[config.mk]
export PLATFORM = sky130hd
export DESIGN_NAME = matrix_row_driver_flat
export DESIGN_NICKNAME = d
export VERILOG_FILES = /design/src/rtl/matrix_row_driver_pkg.sv /design/src/rtl/matrix_row_driver_if.sv /design/src/rtl/matrix_row_driver_blank_timer.sv /design/src/rtl/matrix_row_driver.sv /design/src/flat_wrapper.sv
export SDC_FILE = /design/constraint.sdc
export NUM_CORES = 1
export LEC_CHECK = 0
export ABC_AREA = 1
export CAP_MARGIN = 20
export CORE_MARGIN = 2
export CORE_UTILIZATION = 53
export CTS_CLUSTER_SIZE = 16
export DETAILED_ROUTE_END_ITERATION = 16
export PLACE_DENSITY = 0.89
export SLEW_MARGIN = 5
export SYNTH_ARGS = -nofsm -noshare
export SYNTH_HDL_FRONTEND = slang
export SYNTH_SLANG_ARGS = --single-unit
[constraint.sdc]
create_clock -name clock -period 1.8 [get_ports clock]
set_input_delay 0.27 -clock clock [delete_from_list [all_inputs] [get_ports clock]]
set_output_delay 0.27 -clock clock [all_outputs]
set_load 0.01 [all_outputs]
[src/rtl/matrix_row_driver_pkg.sv]
// Shared definitions for the matrix row driver: column ring encoding,
// storage geometry and row drive polarity helpers.
package matrix_row_driver_pkg;

  localparam int unsigned ROWS_DEFAULT = 7;
  localparam int unsigned STORED_COLS  = 3;

  typedef logic [STORED_COLS-1:0] col_t;

  // Ring reset state and the last column before the frame wraps.
  localparam col_t COL_RESET = 3'b100;
  localparam col_t COL_LAST  = 3'b001;

  function automatic logic col_is_onehot(col_t c);
    return $onehot(c);
  endfunction

  function automatic logic row_off_level(bit active_low);
    return active_low;
  endfunction

  function automatic logic row_on_level(bit active_low);
    return !active_low;
  endfunction

endpackage

[src/rtl/matrix_row_driver_if.sv]
// Column select, image load handshake and row drive bundle between the
// column ring / image source (master) and the row driver (slave).
interface matrix_row_driver_if #(
  parameter int unsigned ROWS = 7
);
  logic [2:0]        col;
  logic [3*ROWS-1:0] img_data;
  logic              img_valid;
  logic              img_ready;
  logic [ROWS-1:0]   row;
  logic              frame_swap;
  logic              col_err;

  modport master (
    output col, img_data, img_valid,
    input  img_ready, row, frame_swap, col_err
  );

  modport slave (
    input  col, img_data, img_valid,
    output img_ready, row, frame_swap, col_err
  );
endinterface

[src/rtl/matrix_row_driver_blank_timer.sv]
// Anti-ghosting blank timer: reloads on every column change and counts down;
// busy_next reports whether rows must be held off at the coming edge.
module matrix_row_driver_blank_timer #(
  parameter int unsigned BLANK_CYCLES = 2
) (
  input  logic clock,
  input  logic reset,
  input  logic load,
  output logic busy_next
);

  localparam int unsigned CW = (BLANK_CYCLES < 2) ? 1 : $clog2(BLANK_CYCLES + 1);

  logic [CW-1:0] cnt;
  logic [CW-1:0] cnt_next;

  // NOTE: cnt_next gets a value on every path so no latch is inferred.
  always_comb begin
    cnt_next = cnt;
    if (load)
      cnt_next = CW'(BLANK_CYCLES);
    else if (cnt != '0)
      cnt_next = cnt - CW'(1);
  end

  assign busy_next = (cnt_next != '0);

  // NOTE: state is updated with <= so every register samples pre-edge values.
  always_ff @(posedge clock or posedge reset) begin
    if (reset)
      cnt <= '0;
    else
      cnt <= cnt_next;
  end

endmodule

[src/rtl/matrix_row_driver.sv]
// Row driver for a 3-column mirrored LED matrix: double-buffered image,
// frame-boundary swap, post-change blanking and illegal column detection.
module matrix_row_driver
  import matrix_row_driver_pkg::*;
#(
  parameter int unsigned ROWS           = ROWS_DEFAULT,
  parameter int unsigned BLANK_CYCLES   = 2,
  parameter bit          ROW_ACTIVE_LOW = 1'b1
) (
  input  logic                 clock,
  input  logic                 reset,
  matrix_row_driver_if.slave   bus
);

  localparam logic [ROWS-1:0] ROW_OFF = {ROWS{row_off_level(ROW_ACTIVE_LOW)}};
  localparam logic             LIT     = row_on_level(ROW_ACTIVE_LOW);
  localparam logic             DARK    = row_off_level(ROW_ACTIVE_LOW);

  col_t                      col_q;
  logic [STORED_COLS*ROWS-1:0] active;
  logic [STORED_COLS*ROWS-1:0] shadow;
  logic                      pending;
  logic [ROWS-1:0]           row_q;
  logic                      frame_swap_q;
  logic                      col_err_q;

  logic            col_ok;
  logic            col_change;
  logic            boundary;
  logic            load;
  logic            blank_busy;
  logic [ROWS-1:0] row_pat;
  logic [ROWS-1:0] row_next;

  assign col_ok     = col_is_onehot(bus.col);
  assign col_change = (bus.col != col_q);
  // An illegal col can never equal COL_RESET, so no boundary is seen then.
  assign boundary   = (col_q == COL_LAST) && (bus.col == COL_RESET);
  assign load       = bus.img_valid && !pending;

  matrix_row_driver_blank_timer #(
    .BLANK_CYCLES (BLANK_CYCLES)
  ) u_blank_timer (
    .clock     (clock),
    .reset     (reset),
    .load      (col_change),
    .busy_next (blank_busy)
  );

  always_comb begin
    row_pat = '0;
    for (int i = 0; i < STORED_COLS; i++) begin
      if (bus.col == col_t'(1 << i))
        row_pat = active[i*ROWS +: ROWS];
    end
    row_next = ROW_OFF;
    if (!blank_busy && col_ok) begin
      for (int r = 0; r < ROWS; r++)
        row_next[r] = row_pat[r] ? LIT : DARK;
    end
  end

  // NOTE: image buffers are reset too, so a reset discards a pending load.
  always_ff @(posedge clock or posedge reset) begin
    if (reset) begin
      col_q        <= COL_RESET;
      active       <= '0;
      shadow       <= '0;
      pending      <= 1'b0;
      row_q        <= ROW_OFF;
      frame_swap_q <= 1'b0;
      col_err_q    <= 1'b0;
    end else begin
      col_q        <= bus.col;
      row_q        <= row_next;
      frame_swap_q <= boundary && pending;
      col_err_q    <= col_err_q || !col_ok;
      if (boundary && pending) begin
        active  <= shadow;
        pending <= 1'b0;
      end else if (load) begin
        shadow  <= bus.img_data;
        pending <= 1'b1;
      end
    end
  end

  assign bus.img_ready  = !pending;
  assign bus.row        = row_q;
  assign bus.frame_swap = frame_swap_q;
  assign bus.col_err    = col_err_q;

endmodule

[src/flat_wrapper.sv]
// flat-port wrapper written by rule: the top's interface ports become plain ports
module matrix_row_driver_flat import matrix_row_driver_pkg::*;
#(
  parameter int unsigned ROWS           = ROWS_DEFAULT,
  parameter int unsigned BLANK_CYCLES   = 2,
  parameter bit          ROW_ACTIVE_LOW = 1'b1
)
  (clock, reset, bus_col, bus_img_data, bus_img_valid, bus_img_ready, bus_row, bus_frame_swap, bus_col_err);
  matrix_row_driver_if #(.ROWS(ROWS)) bus_i ();
  input  logic clock;
  input  logic reset;
  input wire logic [$bits(bus_i.col)-1:0] bus_col;
  input wire logic [$bits(bus_i.img_data)-1:0] bus_img_data;
  input wire logic [$bits(bus_i.img_valid)-1:0] bus_img_valid;
  output wire logic [$bits(bus_i.img_ready)-1:0] bus_img_ready;
  output wire logic [$bits(bus_i.row)-1:0] bus_row;
  output wire logic [$bits(bus_i.frame_swap)-1:0] bus_frame_swap;
  output wire logic [$bits(bus_i.col_err)-1:0] bus_col_err;
  assign bus_i.col = bus_col;
  assign bus_i.img_data = bus_img_data;
  assign bus_i.img_valid = bus_img_valid;
  assign bus_img_ready = bus_i.img_ready;
  assign bus_row = bus_i.row;
  assign bus_frame_swap = bus_i.frame_swap;
  assign bus_col_err = bus_i.col_err;
  matrix_row_driver #(.ROWS(ROWS), .BLANK_CYCLES(BLANK_CYCLES), .ROW_ACTIVE_LOW(ROW_ACTIVE_LOW)) u_core (.clock(clock), .reset(reset), .bus(bus_i));
endmodule
==> flow_summary.ini <==
; synthesis and place-and-route metrics
[floorplanning]
die_area_sq_um = 5140
fp_util = 0.555
ios = 37

[sta]
fmax_mhz = 615
final_hold_viol_count = 0
worst_slack_ps = 175
grt_setup_unrepaired = false
clock_skew_ps = 8.50
fin_crit_sh = 0.903
maxSlewHeadroom = 0.714
tightest_slew_ps = 429
period_needed_ps = 1620
finalMaxSlewViolations = 0
hold_ws_ps = 302

[placed_design]
post_dp_cell_area_sq_um = 2860
place_inst = 344
numPortBuffers = 36

[synth]
netlist_area_sq_um = 2430
ys_cells = 256
postSynthAreaPerCell_sq_um = 9.50
logic_family = simple AND/OR/NAND/NOR gates
ys.flops = 57
synthCells = 256
synthAdderAreaFrac = 0.00823
aoi_share = 0.0664
synth-async-reset-ratio = 1.00
synthDistinctLibCells = 26
edf_count = 0
ys_sh_mux = 0

[worst_setup_path]
critPathTopFamily = buffers and inverters
critPathKind = reg2out
endpoint = bus_row[1]
critPathMaxFanout = 1
r2r-start = u_core.pending
cpMaxStageDelayCell = clkdlybuf4s50_1
r2r-end = u_core.shadow[9]
path_cells = clkdlybuf4s50_1
crit_path_end_kind = primary output
cpPeakStageDelay_ps = 530
critPathLaunchType = register
crit_start = u_core.bus.row[1]
required_ps = 1530
cp_data_arrival_time_ps = 1350
r2r_cells = 6

[worst_hold_path]
hp-class = in2async

[global_route]
grt_start_max_net_pins = 36
gr-usage-all-layers = 0.191
overflow = 0
antenna_found_initial = 0

[power_and_ir_drop]
p_leak_nw = 1.49
finalPower_mw = 3.03
power.density_nw_per_um2 = 1010

[cts]
cts_tree = yes
cts_made_buffers = 9
cts-resized-gates = 0
clock_path_buffers = 2
postCtsSetupBuffers = 0
holdBufCountCts = 0

[cells_and_area]
syn2layout_area_growth_pct = 23.5
fillers = 341
nNetsFinal = 331
diodes = 0

[flow_run]
drv_cap = 0
warnings = 26

[status]
outcome = finished clean

[detailed_routing]
drt-initial-drc-count = 83
firstDrtPassIters = 4
via_count = 1819
vias_per_cell = 5.08
totalWireLength_um = 4320
post_drt_wl_per_cell_um = 12.1
-- cells by family after synthesis --
group / after synthesis
and+or+nand+nor: 138
DFF: 57
buffers and inverters: 35
AOI/OAI and AO/OA: 24
xor gates and xnor gates: 1
adders and majority gates: 1
-- worst min-delay path by stage --
stage / cells after the start / start / end
4_1_cts: 3 / reset / u_core.shadow[15]
6_report: 3 / reset / u_core.shadow[15]
3_3_place_gp: 2 / u_core.shadow[7] / u_core.active[7]
5_1_grt: 3 / reset / u_core.shadow[15]
3_5_place_dp: 1 / u_core.bus.col_err / u_core.bus.col_err
2_1_floorplan: 0 / bus_col[2] / u_core.col_q[2]
-- cells in the final DEF, fill, tap and decap left out, types with 2 or more instances in the layout --
| master | instances |
|---|---|
| clkbuf_8 | 9 |
| clkdlybuf4s50_1 | 36 |
| a21oi_1 | 12 |
| clkbuf_1 | 4 |
| inv_2 | 2 |
| nand4_1 | 7 |
| nand3_1 | 37 |
| inv_1 | 19 |
| dfrtp_1 | 49 |
| buf_4 | 11 |
| nand2_1 | 71 |
| o21ai_2 | 11 |
| nor2_1 | 17 |
| dfstp_2 | 8 |
-- worst reg2reg max path: stages, from the launching register on --
cell and delay, ps:
dfrtp_1 380, inv_1 80, buf_4 170, nand2_1 60, buf_4 290, nor2_1 80, a21oi_1 120
-- per-layer routing --
metal	vias up	routed length, um	GRT usage
li1	919	-	-
met1	848	1930	0.247
met2	43	2100	0.302
met3	9	206	0.0436
met4	0	80	0.0985
met5	-	0	0
-- synth_stat cells, types with 2 or more instances --
master | count | area (sq um)
a21oi_1 | 12 | 60.1
dfrtp_1 | 49 | 1230
buf_2 | 3 | 15.0
nand2_1 | 71 | 267
nand3_1 | 37 | 185
inv_1 | 20 | 75.1
nor2_1 | 17 | 63.8
clkbuf_1 | 2 | 7.51
o21ai_2 | 11 | 96.3
buf_6 | 5 | 56.3
dfstp_2 | 8 | 210
nand4_1 | 7 | 43.8
-- flip-flops by register name, summed over array words and instances (netlist names) --
| register | cells |
|---|---|
| u_core.pending | 1 |
| u_core.bus.row | 7 |
| u_core.shadow | 21 |
| u_core.bus.frame_swap | 1 |
| u_core.active | 21 |
| u_core.u_blank_timer.cnt | 2 |
| u_core.bus.col_err | 1 |
| u_core.col_q | 3 |
-- where the power goes --
part           switching (mW)  total, mW  internal (mW)
Combinational           0.254      0.460          0.206
Clock                   0.431      0.913          0.483
Sequential              0.128       1.66           1.53
Total                   0.813       3.03           2.22
-- area by class of cell --
cell class                 instances  area (sq um)  area share
multi-input combinational        164           806       0.268
inverter                          23          88.8      0.0296
timing repair buffer              48           463       0.154
tap                               52          65.1      0.0217
sequential                        57          1440       0.478
clock inverter                     1          5.00     0.00167
clock buffer                      13           139      0.0462
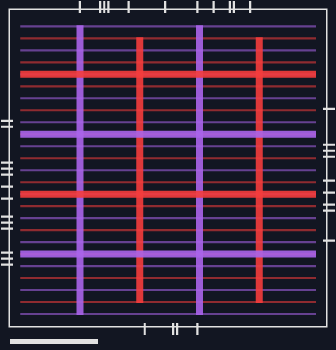
power_grid.png
Scale bar: 20 um. Pins as bars on the die edge.
- purple: VSS
- red: VDD
- met4 straps: 4
- met5 straps: 4
- rows: 24
- met1 rails: 25
- signal pins: 37
Die Span Y: 71.7 um
Die X: 71.7 um

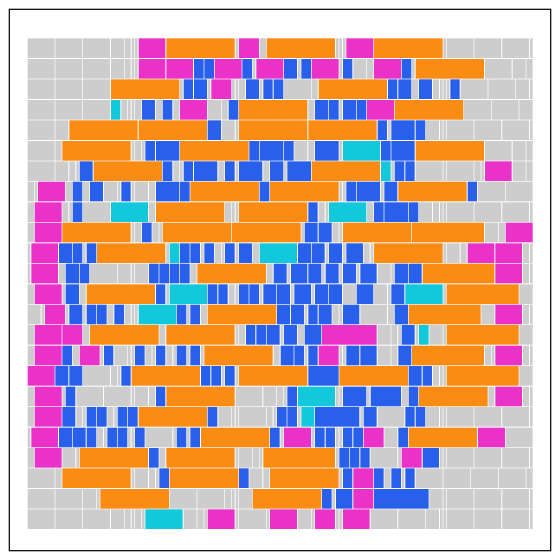
placement_by_type.png
Fill, decap, tap and diode cells in grey.
- orange: flops (cells 57)
- magenta: other buffers and delay cells (cells 48)
- blue: combinational and other logic (cells 187)
- cyan: clock drivers and dummy loads (cells 14)
Core Rows: 24
design area: 3000 sq um
Seq area share: 0.478
core area: 4380 sq um
final core utilization: 0.685

Power and IR drop assume default switching activity.
